<file path="config.mk">
export PLATFORM = sky130hd
export DESIGN_NAME = instr_encoder
export DESIGN_NICKNAME = d
export VERILOG_FILES = /design/src/rtl/instr_encoder.sv
export SDC_FILE = /design/constraint.sdc
export NUM_CORES = 1
export LEC_CHECK = 0
export CORE_UTILIZATION = 41
export CTS_CLUSTER_SIZE = 12
export DETAILED_ROUTE_END_ITERATION = 16
export PLACE_DENSITY = 0.8
export SETUP_SLACK_MARGIN = 0.5
export SLEW_MARGIN = 10
export SYNTH_ARGS = -nofsm -noshare
export SYNTH_HDL_FRONTEND = slang
export SYNTH_SLANG_ARGS = --single-unit
</file>
<file path="constraint.sdc">
create_clock -name clk -period 2.14 [get_ports clk]
set_input_delay 0.321 -clock clk [delete_from_list [all_inputs] [get_ports clk]]
set_output_delay 0.321 -clock clk [all_outputs]
set_load 0.01 [all_outputs]
</file>
<file path="src/rtl/instr_encoder.sv">
// instr_encoder: maps control flags back to an opcode, packs an instruction
// word and streams it into instruction memory. Optional: ENC_CHECKSUM_EN.
module instr_encoder #(
    parameter int ADDR_W = 8
) (
    input  logic              clk,
    input  logic              rst,
    input  logic              clear,
    input  logic              req_valid,
    output logic              req_ready,
    input  logic [8:0]        ctl,
    input  logic [3:0]        rd,
    input  logic [3:0]        rs1,
    input  logic [3:0]        rs2,
    input  logic [14:0]       imm,
    output logic              mem_we,
    output logic [ADDR_W-1:0] mem_addr,
    output logic [31:0]       mem_wdata,
    input  logic              mem_ready,
    output logic              err_illegal,
    output logic              full,
    output logic [ADDR_W:0]   count,
    output logic [31:0]       checksum
);

    localparam logic [1:0] IDLE  = 2'd0;
    localparam logic [1:0] WRITE = 2'd1;
    localparam logic [1:0] FULL  = 2'd2;

    localparam logic [8:0] CTL_ALU  = 9'b001000000;
    localparam logic [8:0] CTL_ALUI = 9'b001100000;
    localparam logic [8:0] CTL_LD   = 9'b001000010;
    localparam logic [8:0] CTL_ST   = 9'b010000000;
    localparam logic [8:0] CTL_BEQ  = 9'b000010100;
    localparam logic [8:0] CTL_BGT  = 9'b000001100;
    localparam logic [8:0] CTL_CALL = 9'b000000001;
    localparam logic [8:0] CTL_RET  = 9'b100000000;

    localparam logic [ADDR_W-1:0] PTR_LAST = {ADDR_W{1'b1}};
    localparam logic [ADDR_W-1:0] PTR_ONE  =
        {{(ADDR_W-1){1'b0}}, 1'b1};
    localparam logic [ADDR_W:0]   CNT_ONE  =
        {{ADDR_W{1'b0}}, 1'b1};

    logic [1:0]        state;
    logic              memWeQ;
    logic [ADDR_W-1:0] ptrQ;
    logic [31:0]       wdataQ;
    logic              errQ;
    logic              fullQ;
    logic [ADDR_W:0]   countQ;

    logic [4:0]        opcode;
    logic              ctlLegal;
    logic              accept;
    logic              acceptLegal;
    logic              acceptIllegal;
    logic              writeDone;
    logic              atLast;

    // Reverse decode: exact flag patterns only, everything else illegal
    always_comb begin
        opcode   = 5'd0;
        ctlLegal = 1'b1;
        case (ctl)
            CTL_ALU:  opcode = 5'd0;
            CTL_ALUI: opcode = 5'd1;
            CTL_LD:   opcode = 5'd2;
            CTL_ST:   opcode = 5'd3;
            CTL_BEQ:  opcode = 5'd4;
            CTL_BGT:  opcode = 5'd5;
            CTL_CALL: opcode = 5'd6;
            CTL_RET:  opcode = 5'd7;
            default:  ctlLegal = 1'b0;
        endcase
    end

    // Handshake and write-completion qualifiers
    always_comb begin
        req_ready     = (state == IDLE) && !fullQ;
        accept        = req_valid && req_ready;
        acceptLegal   = accept && ctlLegal;
        acceptIllegal = accept && !ctlLegal;
        writeDone     = (state == WRITE) && mem_ready;
        atLast        = (ptrQ == PTR_LAST);
    end

    // Control FSM; clear wins over every state
    always_ff @(posedge clk or posedge rst) begin
        if (rst) begin
            state <= IDLE;
        end else if (clear) begin
            state <= IDLE;
        end else begin
            case (state)
                IDLE: begin
                    if (acceptLegal) begin
                        state <= WRITE;
                    end
                end
                WRITE: begin
                    if (mem_ready) begin
                        state <= atLast ? FULL : IDLE;
                    end
                end
                FULL: begin
                    state <= FULL;
                end
                default: begin
                    state <= IDLE;
                end
            endcase
        end
    end

    // Write strobe, high for the whole WRITE phase
    always_ff @(posedge clk or posedge rst) begin
        if (rst) begin
            memWeQ <= 1'b0;
        end else if (clear) begin
            memWeQ <= 1'b0;
        end else if (acceptLegal) begin
            memWeQ <= 1'b1;
        end else if (writeDone) begin
            memWeQ <= 1'b0;
        end
    end

    // Packed word is captured at the handshake and held through stalls
    always_ff @(posedge clk or posedge rst) begin
        if (rst) begin
            wdataQ <= 32'd0;
        end else if (!clear && acceptLegal) begin
            wdataQ <= {opcode, rd, rs1, rs2, imm};
        end
    end

    // Write pointer; parks on the last address instead of wrapping
    always_ff @(posedge clk or posedge rst) begin
        if (rst) begin
            ptrQ <= '0;
        end else if (clear) begin
            ptrQ <= '0;
        end else if (writeDone && !atLast) begin
            ptrQ <= ptrQ + PTR_ONE;
        end
    end

    // Completed-word counter
    always_ff @(posedge clk or posedge rst) begin
        if (rst) begin
            countQ <= '0;
        end else if (clear) begin
            countQ <= '0;
        end else if (writeDone) begin
            countQ <= countQ + CNT_ONE;
        end
    end

    // Full flag raised when the last address is written
    always_ff @(posedge clk or posedge rst) begin
        if (rst) begin
            fullQ <= 1'b0;
        end else if (clear) begin
            fullQ <= 1'b0;
        end else if (writeDone && atLast) begin
            fullQ <= 1'b1;
        end
    end

    // Sticky illegal-request flag
    always_ff @(posedge clk or posedge rst) begin
        if (rst) begin
            errQ <= 1'b0;
        end else if (clear) begin
            errQ <= 1'b0;
        end else if (acceptIllegal) begin
            errQ <= 1'b1;
        end
    end

`ifdef ENC_CHECKSUM_EN
    logic [31:0] sumQ;

    // Running XOR over every word memory accepted
    always_ff @(posedge clk or posedge rst) begin
        if (rst) begin
            sumQ <= 32'd0;
        end else if (clear) begin
            sumQ <= 32'd0;
        end else if (memWeQ && mem_ready) begin
            sumQ <= sumQ ^ wdataQ;
        end
    end

    assign checksum = sumQ;
`else
    assign checksum = 32'd0;
`endif

    assign mem_we      = memWeQ;
    assign mem_addr    = ptrQ;
    assign mem_wdata   = wdataQ;
    assign err_illegal = errQ;
    assign full        = fullQ;
    assign count       = countQ;

endmodule

</file>
==> metrics.cfg <==
[critical_path]
path_buffers = 2
crit_type = primary input to flip-flop
r2r_setup_slack_ns = 0.31
critical_path.cell_chain = buf_6, or3_4, or3_4, o21ai_4, a21oi_4, buf_6, mux2_4
max_stage_delay_ns = 0.40
crit_path_end = mem_wdata[1]
end_kind = flip-flop
cp.depth = 7
reg2reg_to = mem_wdata[14]
required_ns = 2.32
r2r_start = full
cpMaxStageDelayCell = or3_4

[yosys]
ys_sh_mux = 0.145
fa_ha_area_frac = 0.00947
yosys_warnings = 0
ys_cells = 232
ys_sh_simple = 0.124
ys_chip_area_um2 = 2640
yosysUniqueCellTypes = 40
syn_avg_cell_area_um2 = 11.4
synth-xor-area-share = 0.0597
syn_area_um2 = 2640
synth-compound-area-share = 0.0474
synth.comb.largest_family = multiplexers

[pwr]
power_density_nw_per_um2 = 530
switching_power_mw = 0.495
p_total_mw = 2.12
p_leak_nw = 1.88
ir_worst_vdd_uv = 376
swShare = 0.234
pg_clk_mw = 0.650

[grt]
grt_use_total = 0.187
grt_max_degree = 29
grt_pass1_vias = 1996
use_met1 = 0.220
antenna_found_initial = 0
grt-ovfl-total = 0
grt_pass1_wl_um = 9400

[placement]
portBuffers = 91

[detailed_routing]
routed_wl_um = 6160
post_drt_wl_per_cell_um = 14.0
num_vias = 2081
vias_per_cell = 4.72

[final_layout]
final_cell_mix = clkdlybuf4s50_1 (81), dfrtp_1 (46), conb_1 (34)
area_growth_pct = 51.3
flop_area_um2 = 1310
fillCellCount = 488
diodes = 0
stdcell_area_um2 = 4000
mostFrequentLayoutCell = clkdlybuf4s50_1
utilization = 0.659

[timing]
tns_ns = 0
rsz0062_at_grt = true
clock_skew_ns = 0.00631
hold_slack_ns = 0.380
setup_viol = 0
slew_viol_final = 0

[clocking]
clkSinkCount = 52
htree_levels = 2
cts-root-buf = clkbuf_8
cts_buffer_depth = 2
cts.repair.resized = 37

[die]
die_h_um = 82.3
fp.dieW_um = 82.3
fp_util = 0.436

[outcome]
status = finished, final reports clean

## cells in the mapped netlist (all sizes together)
master | number | share of area
a21oi | 7 | 0.015
clkbuf | 3 | 0.0043
nor2 | 22 | 0.031
xor2 | 11 | 0.036
or2 | 1 | 0.0024
and4 | 3 | 0.0099
nor3 | 4 | 0.0076
o211ai | 1 | 0.0028
a31oi | 1 | 0.0024
nand3 | 6 | 0.011
or3 | 5 | 0.012
nand4 | 2 | 0.0047
a211oi | 1 | 0.0047
o21ai | 5 | 0.011
buf | 37 | 0.11
dfrtp | 52 | 0.49
nor3b | 1 | 0.0028
o32ai | 1 | 0.0033
nand4b | 2 | 0.0066
mux2 | 29 | 0.14
and3 | 2 | 0.0047
nand3b | 1 | 0.0028
ha | 2 | 0.0095
xnor2 | 7 | 0.023
mux2i | 2 | 0.0076
conb | 1 | 0.0014
nand2b | 2 | 0.0047
o31ai | 2 | 0.0057
and3b | 2 | 0.0066
nand2 | 10 | 0.014
inv | 5 | 0.0071
nor2b | 1 | 0.0024
a21o | 1 | 0.0028
## layer usage
metal  wire length [um]  vias up
met5                  0        -
met4                 55        0
met3                484        9
met2               3170       85
met1               2450     1001
li1                   -      986
## kinds of logic (layout without fill, tap and decap cells)
logic type,after synthesis,after routing
mux,31,31
other cells,1,34
simple gates,64,64
xor+xnor,18,18
flops,52,52
compound gates,19,20
buf+inv,45,145
fa+ha+maj,2,2
## cell type report
type,instances,area share
tap,75,0.0235
sequential,52,0.327
inverter,5,0.00470
multi-input combinational,169,0.304
timing repair buffer,132,0.313
clock inverter,2,0.00877
clock buffer,6,0.0182
## sequential cells by signal, indices dropped and copies added, names as in the netlist
| name | count |
|---|---|
| mem_we | 1 |
| mem_addr | 8 |
| err_illegal | 1 |
| full | 1 |
| count | 9 |
| state | 2 |
| mem_wdata | 30 |
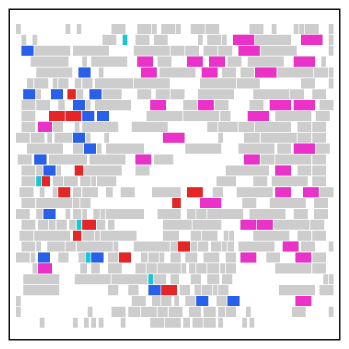
gate_families.png
(4 px per um)
[blue] XOR/XNOR gates | cells: 18 | most used: xor2_1
[magenta] multiplexers | cells: 31 | most used: mux2_2
[red] AND and OR gates | cells: 13 | most used: or3_1
[cyan] inverters | cells: 5 | most used: inv_1

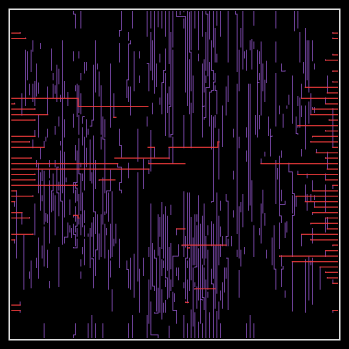
metal_stack.png
(4 px per um) Only two layers are drawn.
[purple] met2 | wire length: 3170 um
[red] met3 | wire length: 485 um

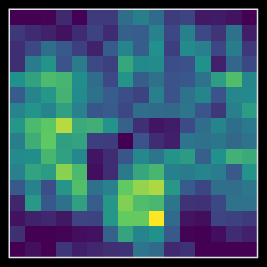
wire_density.png
(3 px per um) The die is cut into 16 by 16 equal tiles; dark purple is low, yellow is high, scaled to the fullest tile. Values are wire area over tile area, all layers added.
nearly empty tiles: 6.6%
tiles over half the peak: 22%
emptiest ninth of the die: bottom right
mean over tiles: 0.15
densest ninth of the die: left middle

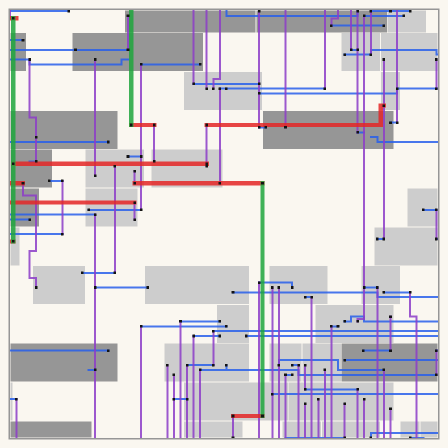
zoom.png
Region (26, 26) to (56, 56) um. Cells in grey, sequential cells in the stronger grey; small squares are vias.
[blue] met1
[purple] met2
[green] met4
[red] met3
cells with their middle in the window: 27
netlist names of flops here include: mem_wdata (5), mem_addr (2)
sequential cells in the window: 7
most frequent: dfrtp_1 (5), buf_4 (4), clkbuf_8 (3)

